layer_met1.png
Scale bar: 20 um.
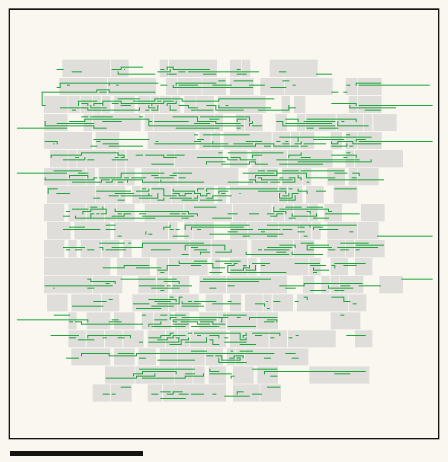
layer_met4.png
Scale bar: 20 um.
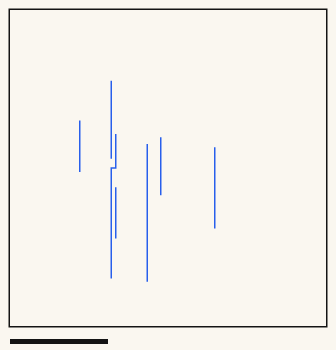
==> config.mk <==
export PLATFORM = sky130hd
export DESIGN_NAME = dup_lock_fsm
export DESIGN_NICKNAME = d
export VERILOG_FILES = /design/src/rtl/dup_lock_pkg.sv /design/src/rtl/key_copy_sel.sv /design/src/rtl/dup_lock_fsm.sv
export SDC_FILE = /design/constraint.sdc
export NUM_CORES = 1
export LEC_CHECK = 0
export CAP_MARGIN = 20
export CORE_MARGIN = 5
export CORE_UTILIZATION = 46
export CTS_BUF_LIST = sky130_fd_sc_hd__clkbuf_16
export DETAILED_ROUTE_END_ITERATION = 6
export PLACE_DENSITY = 0.78
export SYNTH_ARGS = -nofsm -noshare
export SYNTH_HDL_FRONTEND = slang
export SYNTH_SLANG_ARGS = --single-unit
==> constraint.sdc <==
create_clock -name clk -period 2.4 [get_ports clk]
set_clock_uncertainty 0.2 [all_clocks]
set_input_delay 0.6 -clock clk [delete_from_list [all_inputs] [get_ports clk]]
set_output_delay 0.6 -clock clk [all_outputs]
set_load 0.02 [all_outputs]
==> reports/metrics.yaml <==
synth:
  netlist.area_leader.share_pct: 30.68
  proportion_of_synthesized_chip_area_in_sequential_cells_pct: 30.68
  syn-num-nets: 194
  syn_area_um2: 1370
  synth_area_leader_cell: "sky130_fd_sc_hd__dfxtp_1"
  enable_flop_cells: 0
  ys_top_cells_by_count: "sky130_fd_sc_hd__dfxtp_1, sky130_fd_sc_hd__nand2_1, sky130_fd_sc_hd__a21oi_1"
  ys_ff: 21
  yosys_warnings: 0
  async_reset_ff_share_pct: 0
grt:
  groute.layer.met2.usage_pct: 39.56
  grt_pass1_wl_mm: 6.844
  global_router_s_overall_resource_usage_pct: 20.53
  globalRoute.busiestLayer: "met2"
power_and_ir_drop:
  power_density_nw_per_um2: 1146
  comb_pwr_mw: 1.67
  p_int_mw: 1.461
  share_comb_of_total_power_pct: 67.7
  power_switching_share_pct: 40.63
  power.share.clock_pct: 14.6
  sequentialPowerShare_pct: 17.7
critical_path:
  crit_chain: "inv_2, ha_4, xor2_2, ha_2, inv_2, fa_2, nor2b_4, o31a_1, o311ai_4, a22oi_1, nor2_1"
  cp-start-kind: "flip-flop"
  required_ns: 2.33
  critical-path-top-cell-by-count: "sky130_fd_sc_hd__inv_2"
  reg2regPathDepth: 11
  crit_path_top_delay_cell: "sky130_fd_sc_hd__fa_2"
  crit_path_max_fanout: 8
place:
  place_ws_ns: -0.5432
  dpl.hpwl_mm: 2.820
  place_inst: 243
final_timing:
  final.min_clock_period_ns: 2.507
  timing.final.ws_setup_ns: -0.1065
  holdWs_ns: 0.2547
  finalHoldViolCount: 0
  setup_viol_count_final: 8
cts:
  tritoncts: "built"
  cts_num_sinks: 21
finish:
  layout.non_clock_inverters: 11
  comb_area_share_pct: 48.63
  insertedDiodeCount: 0
  layout.nonclk_buf_share_pct: 24.29
  num-clock-buffers: 3
  num-fill-cells: 192
  syn2layout_area_growth_pct: 56.80
  final_core_utilization_pct: 76.58
  footprint_of_the_flip_flops_and_latches_um2: 421.7
  final_net_count: 254
  drive_gt1_share_pct: 30.49
  postLayoutCellArea_um2: 2148
job:
  cap_violations: 0
  log.warning_count: 32
drt:
  wl_met1_mm: 1.616
  top_layer: "met4"
  met3WireLength_um: 250
  drt_first_pass_iters: 4
  wl_met2_mm: 2.379
  vias_per_cell: 5.846
  antenna_violation_net_count_after_detailed_routing: 0
  wl_per_cell_um: 17.20
status:
  failed_checks: "setup timing"
  status: "complete, but fails checks"
floorplan:
  tap-cell-count: 31
  floorplan_core_area_um2: 2805
  fp_rows: 19
  floorplan.die.width_um: 64.58
  die.size.y_um: 64.58
worst_hold_path:
  worstHoldPathCells: 2
## Picture notes: layer_met1.png
wire length on this layer = 1620 um
longest straight run = 20.7 um
total wirelength of the detailed-routed design: 4.368 mm
routed via count: 1485
GR Util met1: 20.57%

## Picture notes: layer_met4.png
wire length on this layer = 122 um
longest straight run = 27.9 um

timing repair:
item	4_1_cts	5_1_grt
pin swaps	15	10
resized	26	14
setup endpoints to repair	15	14
cloned	0	0
buffers inserted	3	4
cells by family (layout without fill, tap and decap cells):
kind of cell               Yosys count  after routing  share of synthesized area (%)
adders and majority gates           14             14                          13.33
DFF                                 21             21                          30.68
and+or+nand+nor                     57             57                          20.27
AOI/OAI and AO/OA                   44             44                          21.74
buffers and inverters               15             74                          4.932
muxes                                1              1                         0.8219
xor gates and xnor gates            12             12                          8.219
critical path, delay by kind of cell (launching register included):
family / cells / cell delay, ns
xor+xnor: 1 / 0.16
fa+ha+maj: 3 / 0.80
buf+inv: 2 / 0.12
flops: 1 / 0.32
simple gates: 2 / 0.22
compound gates: 3 / 0.55
